Design dout_bus_arbiter, sky130hd; sources not shown.
### Register map, names as in the netlist, run 1

Drawn at 4 px/um.
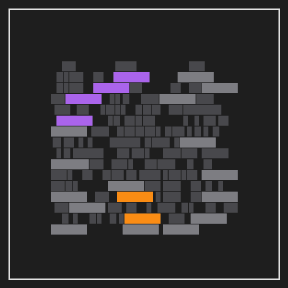
purple -> wcnt_q  # placed flops 4
orange -> state_q  # placed flops 2
Reg area: 527 sq um

### Ports around the boundary, run 1

Drawn at 4 px/um. Pins as bars across the die edge, other pins in grey.
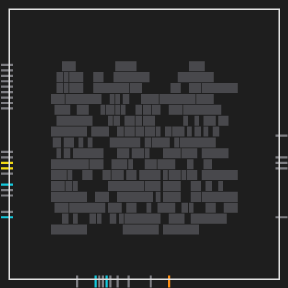
yellow -> Gnt  # pins 2, direction output, edge left
cyan -> Din0  # pins 4, direction input, edge 2 bottom, 2 left
orange -> Dout_Valid  # pins 1, direction output, edge bottom
all pins by edge = 19 left, 10 bottom, 5 right
Die Y: 67.1 um
Die Width: 67.1 um

### Signal wires by layer, run 1

Drawn at 6 px/um.
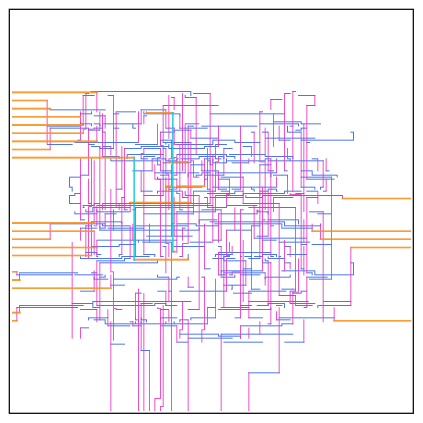
cyan -> met4  # wire length 40.1 um
blue -> met1  # wire length 1,290 um
orange -> met3  # wire length 280 um
magenta -> met2  # wire length 1,360 um
total number of vias: 1,001
gr usage total: 0.140
wire per inst: 18.3 um

==> run notes, run 1 <==
impl run done, here's what came out: status complete, no violations, Layout Skew 0.000645 ns, measured slew at the worst slew-check pin 0.936 ns, CP Class reg2out, post-synthesis cell type count 42, Synth Net Count 162, pin count of the biggest net entering global routing 22, CP most frequent cell inv_1, DR DRC count 0, fin worst setup slack 1.87 ns, cells in synth_stat.txt 131, H-tree depth 1, DR WL met3 279 um, CP top delay family simple AND/OR/NAND/NOR gates, OpenROAD warning count 32, Bufs and invs on worst path 2, Inst Count DP 157, minimum clock period 2.83 ns, main area contributors dfrtp_1, ha_1, mux2i_1, Synth Warn # 0, cell taking the most area after synthesis dfrtp_1, clk buf depth 2, vias in the first global route 1,080, Post-synth seq share 0.388, clk root buf clkbuf_4, CP peak stage delay 0.59 ns, routed wire length 2970 um, Core Area 2040 sq um, # rows 16, DP Wirelength 2410 um, WHS 0.379 ns, Post-Layout Inst Area 1430 sq um, Setup violations, final 0, area grow syn2layout 5.82%, # port buffers 0, placed inst area 1390 sq um, Final Max Tran Viols 0, Flops after synth 21, clk_lat worst skew 0.30 ns, Placer Congestion 0.815, EDFF count, synth 0, relative slew slack 0.374, syn_area_per_cell 10.3 sq um, Final period util 0.603, CP arrival 2.36 ns, die area 4500 sq um, Met1 Wirelength 1290 um, Ports 34
run 1: metal layers:
metal  vias up  GRT usage
met5         -          0
met4         0     0.0564
met3         4     0.0518
met2        34      0.224
met1       477      0.165
li1        486          -
run 1: cells by family after synthesis:
family | Yosys count | share of synthesized area
multiplexers | 13 | 0.103
AND-OR/OR-AND | 38 | 0.238
flip-flops | 21 | 0.388
AND/OR/NAND/NOR | 38 | 0.149
adder cells (fa/ha/maj) | 9 | 0.0832
buffers and inverters | 12 | 0.0397
run 1: cell usage in the layout, fill, tap and decap left out, types with 3 or more instances in the layout:
master,Yosys,layout
a21oi_1,7,7
inv_1,10,10
dfrtp_1,21,20
nand2_1,8,8
nor4_1,3,3
nor3_1,3,3
nor2_1,14,12
clkbuf_4,0,3
ha_1,9,9
o31ai_1,3,3
o21ai_0,6,6
mux2i_1,9,9
a21oi_2,3,3
run 1: layout make-up:
class,instances,area (sq um)
Clock inverter,1,5.00
Sequential cell,21,527
Inverter,10,37.5
Timing Repair Buffer,2,17.5
Tap cell,27,33.8
Clock buffer,3,22.5
Fill cell,177,609
Multi-Input combinational cell,98,790
run 1: stage by stage:
step	utilization
after global placement	0.678
final	0.702
after global routing	0.702
after CTS	0.696
after detailed placement	0.683
after floorplan	-
--- run 2 (diff from run 1) ---
==> constraint.sdc (replaced) <==
create_clock -name CLK -period 2.7 [get_ports CLK]
set_input_delay 0.27 -clock CLK [delete_from_list [all_inputs] [get_ports CLK]]
set_output_delay 0.27 -clock CLK [all_outputs]
set_load 0.1 [all_outputs]
### Signal wires by layer, run 2

Drawn at 6 px/um.
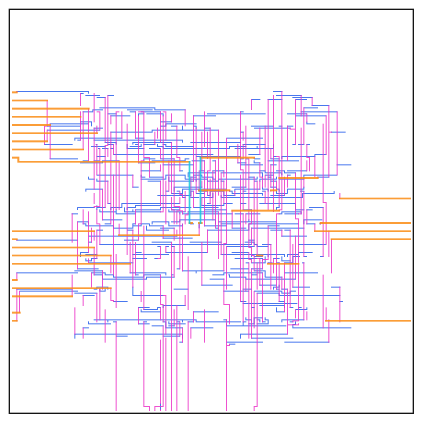
magenta -> met2  # wire length 1,460 um
cyan -> met4  # wire length 21.1 um
orange -> met3  # wire length 309 um
blue -> met1  # wire length 1,270 um
routed wire length: 3060 um
gr usage total: 0.149
wire per inst: 18.3 um

==> run notes, run 2 <==
impl run done, here's what came out: status complete, no violations, DR WL met3 309 um (+11%), Post-synth seq share 0.388 (unchanged), die area 4500 sq um (unchanged), measured slew at the worst slew-check pin 0.921 ns (-0.0143 ns), Final Max Tran Viols 0 (unchanged), area grow syn2layout 8.13%, Layout Skew 0.0119 ns (+0.0112 ns), Die Width 67.1 um (unchanged), Core Area 2040 sq um (unchanged), Final period util 0.837, Ports 34 (unchanged), relative slew slack 0.386 (+0.0116), Synth Net Count 162 (unchanged), vias in the first global route 1,078 (-0.19%), # port buffers 0 (unchanged), CP arrival 1.99 ns (-0.37 ns), OpenROAD warning count 32 (unchanged), CP Class reg2out, Die Y 67.1 um (unchanged), Flops after synth 21 (unchanged), most frequent cells in the layout dfrtp_1, nor2_1, inv_1, mux2i_1, CP peak stage delay 0.46 ns (-0.13 ns), CP most frequent cell inv_1, clk root buf clkbuf_4, Max-Cap Viols 0, EDFF count, synth 0 (unchanged), cells in synth_stat.txt 131 (unchanged), DP Wirelength 2460 um (+2.1%), placed inst area 1420 sq um (+2.0%), most numerous logic cell after layout dfrtp_1, r2r setup slk 0.74 ns, unrepaired setup endpoints after global routing no, syn_area_per_cell 10.3 sq um (unchanged), Setup violations, final 0 (unchanged), total number of vias 1,048 (+4.7%), fillers 165 (-6.8%), Placer Congestion 0.842 (+3.3%), main area contributors dfrtp_1, ha_1, mux2i_1, minimum clock period 2.26 ns, Synth Warn # 0 (unchanged), clk buf depth 2 (unchanged), clk_lat worst skew 0.32 ns (+0.02 ns), DR DRC count 0 (unchanged)
[run 2: stage by stage]
step | setup slack [ns] | hold slack, ns | std cells
after floorplan | 0.411 | -0.0256 | 131
after global placement | 0.670 | -0.0249 | 162
after detailed placement | 0.545 | -0.0249 | 162
after CTS | 0.209 | -0.383 | 166
after global routing | 0.317 | 0.135 | 167
final | 0.441 | 0.150 | 167
[run 2: routing by layer]
layer	vias to the layer above	GRT usage
met5	-	0
met4	0	0.0359
met3	4	0.0753
met2	41	0.233
met1	504	0.178
li1	499	-
[run 2: logic make-up (layout without fill, tap and decap cells)]
logic type | after synthesis | count (layout) | synth area share
adders and majority gates | 9 | 9 | 0.0832
DFF | 21 | 21 | 0.388
muxes | 13 | 13 | 0.103
buffers and inverters | 12 | 21 | 0.0397
and+or+nand+nor | 38 | 38 | 0.149
AOI/OAI and AO/OA | 38 | 38 | 0.238
[run 2: critical path: cells and delay by family (launching register included)]
family,cells,cell delay [ns]
buffers and inverters,3,0.67
flip-flops,1,0.46
adder cells (fa/ha/maj),1,0.40
AND/OR/NAND/NOR,1,0.14
[run 2: cell type report]
type / instances / area, sq um / area share
inverters: 10 / 37.5 / 0.0256
flip-flops and latches: 21 / 526 / 0.359
multi-input cells: 98 / 782 / 0.534
clock buffers: 3 / 22.5 / 0.0154
clock inverters: 1 / 7.51 / 0.00513
repair buffers: 7 / 55.1 / 0.0376
well taps: 27 / 33.8 / 0.0231
